File: config.mk
export PLATFORM = sky130hd
export DESIGN_NAME = crc_frame_serializer
export DESIGN_NICKNAME = d
export VERILOG_FILES = /design/src/rtl/crc_pkg.sv /design/src/rtl/crc_frame_serializer.sv
export SDC_FILE = /design/constraint.sdc
export NUM_CORES = 1
export LEC_CHECK = 0
export CORE_AREA = 2 2 61 48
export CTS_CLUSTER_SIZE = 20
export DETAILED_ROUTE_END_ITERATION = 8
export DIE_AREA = 0 0 63 50
export PLACE_DENSITY = 0.82
export SYNTH_ARGS = -nofsm -noshare
export SYNTH_HDL_FRONTEND = slang
export SYNTH_SLANG_ARGS = --single-unit
File: constraint.sdc
create_clock -name clk -period 1.99 [get_ports clk]
set_clock_uncertainty 0.1 [all_clocks]
set_input_delay 0.2985 -clock clk [delete_from_list [all_inputs] [get_ports clk]]
set_output_delay 0.2985 -clock clk [all_outputs]
set_load 0.02 [all_outputs]
File: src/rtl/crc_pkg.sv
// Shared constants and state encoding for the CRC-16 frame serializer and its CRC stage.
// CRC-16 uses x^16+x^12+x^5+1 with an all-ones seed.
package crc_pkg;

    localparam int          BYTE_W   = 8;
    localparam int          CRC_W    = 16;
    localparam logic [15:0] CRC_POLY = 16'h1021;
    localparam logic [15:0] CRC_INIT = 16'hFFFF;
    localparam logic        IDLE_BIT = 1'b1;

    // One counter serves both the payload byte and the CRC tail, so size it for the longer.
    localparam int BITCNT_W = $clog2((CRC_W > BYTE_W) ? CRC_W : BYTE_W);

    typedef enum logic [1:0] {
        IDLE = 2'd0,
        DATA = 2'd1,
        CRC  = 2'd2
    } state_t;

endpackage

File: src/rtl/crc_frame_serializer.sv
// Byte-to-bit serializer feeding a bit-serial CRC-16 stage; shifts payload MSB-first,
// then streams the CRC stage's register out as the 16-bit frame trailer.
module crc_frame_serializer
    import crc_pkg::*;
(
    input  logic              clk,
    input  logic              reset_n,
    input  logic [BYTE_W-1:0] byte_data,
    input  logic              byte_valid,
    input  logic              byte_last,
    output logic              byte_ready,
    input  logic              abort,
    input  logic [CRC_W-1:0]  crc_in,
    output logic              crc_data,
    output logic              crc_read,
    output logic              crc_init,
    output logic              ser_out,
    output logic              ser_valid,
    output logic              busy,
    output logic              frame_done,
    output logic              underrun
);

    state_t              state_reg;
    logic [BYTE_W-1:0]   shreg_reg;
    logic [BITCNT_W-1:0] bitcnt_reg;
    logic                last_reg;
    logic                crc_init_reg;
    logic                frame_done_reg;
    logic                underrun_reg;

    logic                byte_boundary;
    logic                accept;
    logic                crc_unused;

    // Only the CRC register's MSB is ever observed; the stage shifts the rest up to it.
    assign crc_unused = ^crc_in[CRC_W-2:0];

    // Last bit of a non-final byte: the next byte must be taken now to avoid a gap.
    assign byte_boundary = (state_reg == DATA) && (bitcnt_reg == '0) && !last_reg;
    assign byte_ready    = !abort && ((state_reg == IDLE) || byte_boundary);
    assign accept        = byte_valid && byte_ready;

    always_ff @(posedge clk or negedge reset_n) begin
        if (!reset_n) begin
            state_reg      <= IDLE;
            shreg_reg      <= '0;
            bitcnt_reg     <= '0;
            last_reg       <= 1'b0;
            crc_init_reg   <= 1'b1;
            frame_done_reg <= 1'b0;
            underrun_reg   <= 1'b0;
        end else begin
            frame_done_reg <= 1'b0;
            underrun_reg   <= 1'b0;
            if (abort) begin
                state_reg    <= IDLE;
                crc_init_reg <= 1'b1;
            end else if (accept) begin
                state_reg    <= DATA;
                shreg_reg    <= byte_data;
                last_reg     <= byte_last;
                bitcnt_reg   <= BITCNT_W'(BYTE_W - 1);
                crc_init_reg <= 1'b0;
            end else begin
                case (state_reg)
                    IDLE: begin
                        crc_init_reg <= 1'b1;
                    end
                    DATA: begin
                        if (bitcnt_reg != '0) begin
                            shreg_reg  <= {shreg_reg[BYTE_W-2:0], 1'b0};
                            bitcnt_reg <= bitcnt_reg - 1'b1;
                        end else if (!last_reg) begin
                            // Next byte was due but not offered: the frame is unrecoverable.
                            state_reg    <= IDLE;
                            crc_init_reg <= 1'b1;
                            underrun_reg <= 1'b1;
                        end else begin
                            state_reg  <= CRC;
                            bitcnt_reg <= BITCNT_W'(CRC_W - 1);
                        end
                    end
                    CRC: begin
                        if (bitcnt_reg == '0) begin
                            state_reg      <= IDLE;
                            crc_init_reg   <= 1'b1;
                            frame_done_reg <= 1'b1;
                        end else begin
                            bitcnt_reg <= bitcnt_reg - 1'b1;
                        end
                    end
                    default: begin
                        state_reg    <= IDLE;
                        crc_init_reg <= 1'b1;
                    end
                endcase
            end
        end
    end

    always_comb begin
        ser_out  = IDLE_BIT;
        crc_data = 1'b0;
        case (state_reg)
            DATA: begin
                ser_out  = shreg_reg[BYTE_W-1];
                crc_data = shreg_reg[BYTE_W-1];
            end
            CRC: begin
                ser_out = crc_in[CRC_W-1];
            end
            default: begin
                ser_out  = IDLE_BIT;
                crc_data = 1'b0;
            end
        endcase
    end

    assign crc_read   = (state_reg == CRC);
    assign ser_valid  = (state_reg != IDLE);
    assign busy       = (state_reg != IDLE);
    assign crc_init   = crc_init_reg;
    assign frame_done = frame_done_reg;
    assign underrun   = underrun_reg;

endmodule

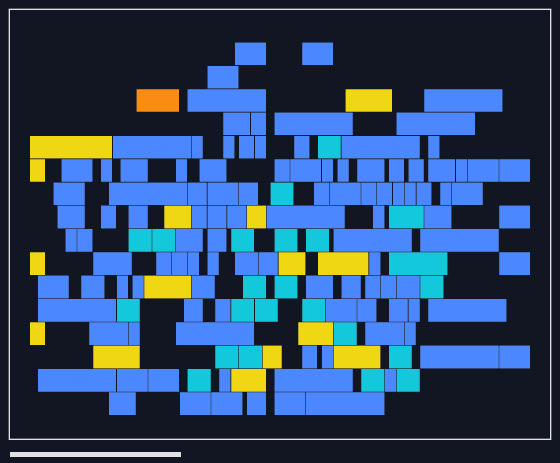
**Above:** cell sizes after repair.
Scale bar: 20 um.
Key: orange = _6 and larger [cells 1, share 0.67%, most used clkbuf_8]; blue = _0 and _1 cells [cells 111, share 74%, most used dfrtp_1]; cyan = _3 and _4 cells [cells 23, share 15%, most used buf_4]; yellow = _2 cells [cells 15, share 10%, most used clkbuf_2]

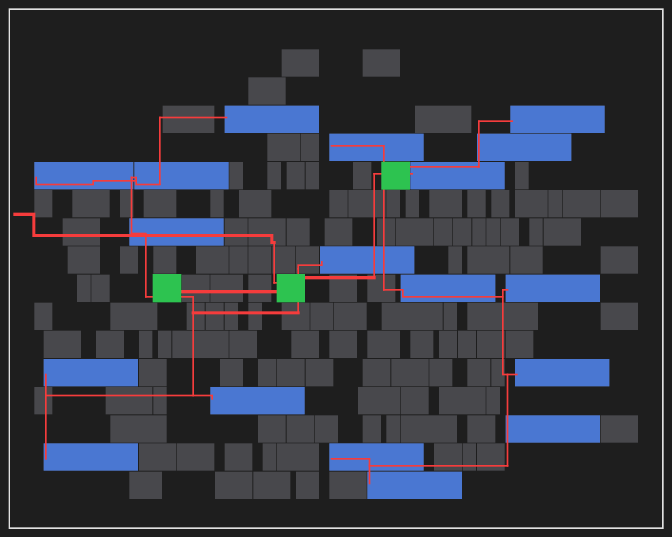
**Above:** routed clock nets over the placement.
Key: red = clock wires [length 251 um]; blue = flip-flops [count 18]; green = clock drivers [count 3]
Position of the flops: widely spread. There are 4 routed clock nets.

==> impl_metrics.yaml <==
# generated from flow reports
finish:
  num_antenna_cells: 0
  flops: 18
  buf_share_pct: 22.28
  final_cell_mix: "buf_4, dfrtp_1, clkdlybuf4s50_1"
  nets: 185
  dominant_cells: "logic gates"
  sh_seq_area_pct: 30.70
  fillers: 227
  largest_register_ffs: 8
  sh_comb_area_pct: 37.93
  regArea_sq_um: 451.7
  areaGrowthSynthToFinish_pct: 36.11
  clockNetworkAreaShare_pct: 2.466
  design_area_sq_um: 1471
  lay_top_count: "buf_4"
  num-nonclk-inverters: 14
placement:
  post-place-cells: 181
  place_hpwl_um: 1911
die:
  num_io_pins: 38
  chipArea_sq_um: 3150
  core_area_sq_um: 2542
  taps: 36
  die_x_um: 63
  fp_util_pct: 42.52
  die_y_um: 50
setup_path:
  crit_path_end: "bitcnt_reg[2]"
  reg2reg_depth: 8
  crit_required_ns: 2.08
  slowest_delay_ns: 0.44
  reg2reg_setup_slack_ns: 0.03
  critical_path_arrival_ns: 2.04
  reg2reg_to: "bitcnt_reg[2]"
  worstPathMaxFanout: 5
  slowest_stage: "a2111oi_1"
logic_synthesis:
  ys_cells: 112
  ys_sh_mux_pct: 5.787
  common_cells: "dfrtp_1, inv_1, a21oi_1, nand2_1, nand3_1"
  syn_area_per_cell_sq_um: 9.652
  adder_share_pct: 5.787
  floorplan.nets: 146
  most_common_cell: "dfrtp_1"
  simple_gate_share_pct: 18.98
  synth.logic.top_family: "AND-OR/OR-AND gates"
  ys_seq_share_pct: 41.78
  synthXorXnorAreaFrac_pct: 0
  ys_ff: 18
clocking:
  path_clk_slew_ns: 0.11
  cts.sink_count: 18
  clockBufferDepth: 2
  cts_resized: 12
  cts_buffers: 3
  post_cts_buffers: 0
  cts_hold_buf: 0
  cts_root_buf: "clkbuf_4"
  cts_tree: "built"
flow_run:
  tool_warnings: 45
  max_cap_violations: 0
power:
  power.switching_mw: 0.5550
  clock_power_mw: 0.236
  seqPwrFrac_pct: 38.3
  total_power_mw: 1.486
  clkPwrFrac_pct: 15.9
  power_density_nw_per_um2: 1010
  power_top_consumer: "combinational cells"
  p_int_mw: 0.9307
sta:
  relSlewSlack_pct: 72.04
  worst_pin_slew_ns: 0.4181
  timing.hold.ws_ns: 0.1809
  hold_violations: 0
  period_used_pct: 98.41
  setup_tns_ns: 0
  setup_viol: 0
  setup_ws_ns: 0.03163
route:
  route.top_layer_used: "met3"
  wl_met1_um: 1132
  wl_met3_um: 218
  firstDrtPassIters: 4
  dr_total_vias: 978
global_routing:
  grt_util_met3_pct: 4.566
  grt_use_total_pct: 17.09
  grt_pass1_wl_um: 4181
  antenna_found_initial: 0
  grt_pass1_vias: 916
  met1_usage_pct: 23.65
status:
  status: "finished clean"
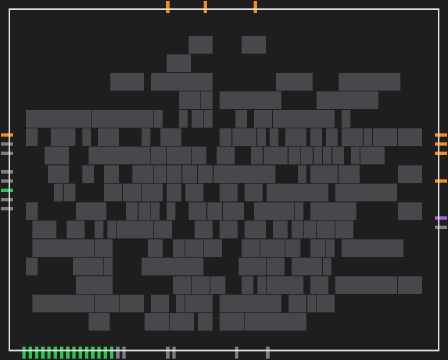
**Above:** pin map.
Pins as bars across the die edge, other pins in gray.
Key: purple = underrun [pins 1, direction output, edge right]; green = crc_in [pins 16, direction input, edge 15 bottom, 1 left]; orange = byte_data [pins 8, direction input, edge 4 right, 3 top, 1 left]
All pins by edge: 21 bottom, 8 left, 6 right, 3 top.

Power is estimated from default activity; no workload was simulated.
